<file path="src/rtl/cond_unit.sv">
// Condition-check unit: architectural {N,Z,C,V} flag registers, condition evaluation and write gating.
// Optional execute/squash counters are built only when COND_PERF_EN is defined.
module cond_unit #(
    parameter int unsigned CNT_W = 32
) (
    input  logic             clk,
    input  logic             reset,
    input  logic [3:0]       Cond,
    input  logic [3:0]       ALUFlags,
    input  logic [1:0]       FlagW,
    input  logic             PCS,
    input  logic             RegW,
    input  logic             MemW,
    input  logic             NoWrite,
    output logic             PCSrc,
    output logic             RegWrite,
    output logic             MemWrite,
    output logic             CondEx,
`ifdef COND_PERF_EN
    output logic [3:0]       Flags,
    output logic [CNT_W-1:0] ExecCount,
    output logic [CNT_W-1:0] SquashCount
`else
    output logic [3:0]       Flags
`endif
);

    logic [1:0] nz_q, nz_d;
    logic [1:0] cv_q, cv_d;
    logic       flag_n, flag_z, flag_c, flag_v;
    logic       cond_ex;

    assign {flag_n, flag_z} = nz_q;
    assign {flag_c, flag_v} = cv_q;

    // Condition evaluation uses only the registered flags, never this cycle's ALU result.
    always_comb begin : cond_eval
        cond_ex = 1'b1;
        case (Cond)
            4'b0000: cond_ex = flag_z;
            4'b0001: cond_ex = ~flag_z;
            4'b0010: cond_ex = flag_c;
            4'b0011: cond_ex = ~flag_c;
            4'b0100: cond_ex = flag_n;
            4'b0101: cond_ex = ~flag_n;
            4'b0110: cond_ex = flag_v;
            4'b0111: cond_ex = ~flag_v;
            4'b1000: cond_ex = flag_c & ~flag_z;
            4'b1001: cond_ex = ~flag_c | flag_z;
            4'b1010: cond_ex = (flag_n == flag_v);
            4'b1011: cond_ex = (flag_n != flag_v);
            4'b1100: cond_ex = ~flag_z & (flag_n == flag_v);
            4'b1101: cond_ex = flag_z | (flag_n != flag_v);
            default: cond_ex = 1'b1;
        endcase
    end

    // Each flag group updates independently, and only for condition-passed instructions.
    always_comb begin : flag_next
        nz_d = nz_q;
        cv_d = cv_q;
        if (FlagW[1] && cond_ex) begin
            nz_d = ALUFlags[3:2];
        end
        if (FlagW[0] && cond_ex) begin
            cv_d = ALUFlags[1:0];
        end
    end

    always_ff @(posedge clk or posedge reset) begin : flag_regs
        if (reset) begin
            nz_q <= 2'b00;
            cv_q <= 2'b00;
        end else begin
            nz_q <= nz_d;
            cv_q <= cv_d;
        end
    end

    assign Flags    = {nz_q, cv_q};
    assign CondEx   = cond_ex;
    assign PCSrc    = PCS & cond_ex;
    assign RegWrite = RegW & cond_ex & ~NoWrite;
    assign MemWrite = MemW & cond_ex;

`ifdef COND_PERF_EN
    logic [CNT_W-1:0] exec_q, exec_d;
    logic [CNT_W-1:0] squash_q, squash_d;

    // Exactly one counter advances per edge; both wrap freely.
    always_comb begin : perf_next
        exec_d   = exec_q;
        squash_d = squash_q;
        if (cond_ex) begin
            exec_d = exec_q + CNT_W'(1);
        end else begin
            squash_d = squash_q + CNT_W'(1);
        end
    end

    always_ff @(posedge clk or posedge reset) begin : perf_regs
        if (reset) begin
            exec_q   <= '0;
            squash_q <= '0;
        end else begin
            exec_q   <= exec_d;
            squash_q <= squash_d;
        end
    end

    assign ExecCount   = exec_q;
    assign SquashCount = squash_q;
`endif

endmodule

</file>
<file path="config.mk">
export PLATFORM = sky130hd
export DESIGN_NAME = cond_unit
export DESIGN_NICKNAME = d
export VERILOG_FILES = /design/src/rtl/cond_unit.sv
export SDC_FILE = /design/constraint.sdc
export NUM_CORES = 1
export LEC_CHECK = 0
export ABC_AREA = 1
export CELL_PAD_IN_SITES_DETAIL_PLACEMENT = 1
export CELL_PAD_IN_SITES_GLOBAL_PLACEMENT = 1
export CORE_MARGIN = 10
export CORE_UTILIZATION = 23
export DETAILED_ROUTE_END_ITERATION = 12
export GPL_ROUTABILITY_DRIVEN = 0
export GPL_TIMING_DRIVEN = 0
export PLACE_DENSITY = 0.78
export SLEW_MARGIN = 5
export SYNTH_ARGS = -nofsm -noshare
export SYNTH_HDL_FRONTEND = slang
export SYNTH_SLANG_ARGS = --single-unit
</file>
<file path="constraint.sdc">
create_clock -name clk -period 3.3 [get_ports clk]
set_input_delay 0.495 -clock clk [delete_from_list [all_inputs] [get_ports clk]]
set_output_delay 0.495 -clock clk [all_outputs]
set_load 0.005 [all_outputs]
</file>
Figure 1. Floorplan with the power grid.
Pins as bars on the die edge. Tap cells in gray.
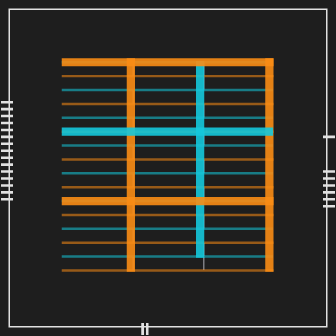
- orange: VSS
- cyan: VDD
- tap cells: 17
- signal pins: 24
- met5 straps: 3
- met4 straps: 3
- rows: 15

Figure 2. Placement by cell class.
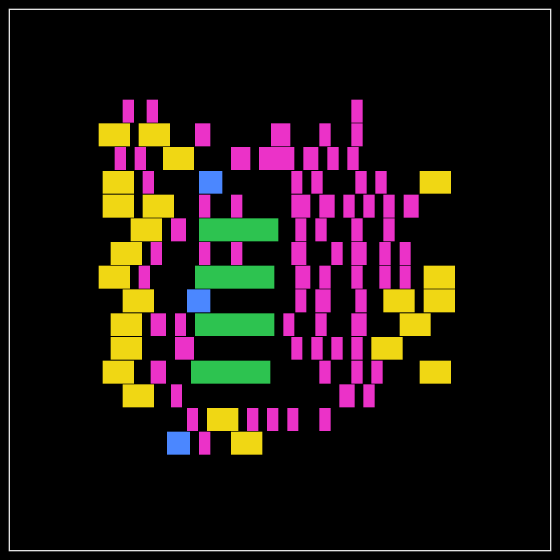
- blue: clock-net drivers (cells 3)
- yellow: remaining buffers and delay cells (cells 23)
- magenta: remaining logic cells (cells 72)
- green: sequential cells (cells 4)
Row Count: 15
Post-Layout Inst Area: 678.2 µm²
sequential fraction of total cell area: 0.1476

==> summary.txt <==
Synthesis and PnR results.

- The run finished with clean final reports.
- The pin closest to its max-slew limit shows a slew of 273.8 ps.
- The achievable frequency is 341.7 MHz.
- The chip area estimate from yosys synthesis is 404.1 µm².
- The cell type with the highest occurrence count on the critical path is sky130_fd_sc_hd__nand2_1.
- Counting flops with a built-in enable in the synthesized netlist gives 0.
- The number of buffers created by CTS reads 3.
- Counting only logic cells after layout, the most numerous master is sky130_fd_sc_hd__nand2_1.
- The TritonCTS clock tree is done.
- The area growth from synthesis to layout reads 67.80%.
- Detailed placement ended at an HPWL of 1.190 mm.
- The deepest level of the CTS H-tree reads 1.
- Port buffering added 23 buffers.
- The share of the core filled by cells before placement reads 0.2393.
- The count of instantiated cells in the yosys netlist reads 76.
- For reference, the top cells by count after synthesis are sky130_fd_sc_hd__nand2_1 (30), sky130_fd_sc_hd__inv_1 (12), sky130_fd_sc_hd__nor2_1 (11), sky130_fd_sc_hd__nand3_1 (10), sky130_fd_sc_hd__dfrtp_1 (4).
- The area of the core is 0.001689 mm².
- The power of the combinational group reads 0.185 mW.
- The sequential logic power reads 0.0938 mW.
- The final timing report counts setup violations totalling 0.
- The count of hold-fix buffers inserted at cts reads 0.
- The portion of the clock cycle consumed by the worst path in the final layout is 0.8868.
- The area share of fa/ha/maj cells after synthesis is 0.
- Per the GRT congestion report, total overflow comes to 0.
- The aoi/oai-family share of the synthesized area reads 0.03715.
- The total wire length reads 1.388 mm.
- The share of the synthesized netlist area taken by xor and xnor gates reads 0.
- The number of antenna violations at the first check in global routing reads 0.
- In this run the cell area measured after placement is 655.6 µm².
- The worst min-delay path class reads in2async.
- The critical path in this run is classified as in2out.
- The number of global-route vias before repair was 598.
- Per STA, the endpoint of the critical path is RegWrite.
- The utilization after layout reads 0.4015.
- The number of hold violations in the final report reads 0.
- The number of instances in the placed design is 116.
- The internal cell power reads 0.2060 mW.
- The vertical die size reads 61.92 µm.
- The critical path maximum fanout is 9.
- Before any placement, the netlist area is recorded as 404.1 µm².
- The post-synthesis simple-gate area fraction is 0.5944.
- The total die size is 0.003834 mm².
Figure 3. Clock network drawn from the DEF.
Bar = 20 µm.
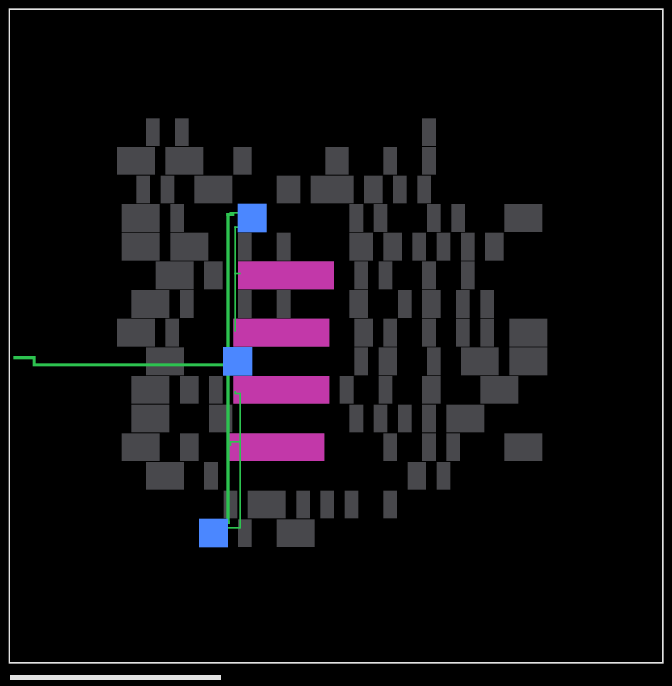
- green: clock wires (length 87.0 µm)
- magenta: flip-flops (count 4)
- blue: clock-net drivers (count 3)
- flops lie: center
Clock Power Share: 0.181
Worst-Skew Late Latency: 240 ps
clock network power: 0.0617 mW

Figure 4. Metal layers overlaid.
Bar = 20 µm.
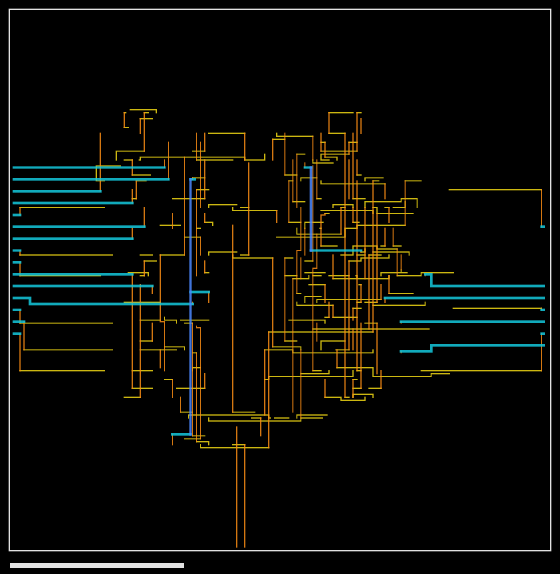
- yellow: M1 (wire length 543 µm)
- cyan: M3 (wire length 220 µm)
- orange: M2 (wire length 587 µm)
- blue: M4 (wire length 38.8 µm)

## cells by family after synthesis
logic type | after synthesis
simple gates | 56
compound gates | 3
flops | 4
buf+inv | 13
## area by class of cell
| type | instances | area, µm² |
|---|---|---|
| Clock buffer | 3 | 22.52 |
| Sequential cell | 4 | 100.1 |
| Tap cell | 17 | 21.27 |
| Timing Repair Buffer | 23 | 230.2 |
| Inverter | 13 | 48.80 |
| Multi-Input combinational cell | 59 | 255.2 |
| Fill cell | 221 | 1011 |
## routing by layer
metal  routed length (µm)  global-route usage  vias up  part of all wire
li1                     -                   -      283                 -
met1                  542             0.07143      242              0.39
met2                  586              0.1332       27              0.42
met3                  220             0.06504        5              0.16
met4                   38             0.05414        0             0.027
met5                    0                   0        -                 0
No activity file was given, so power comes from the tool's default toggle rates.
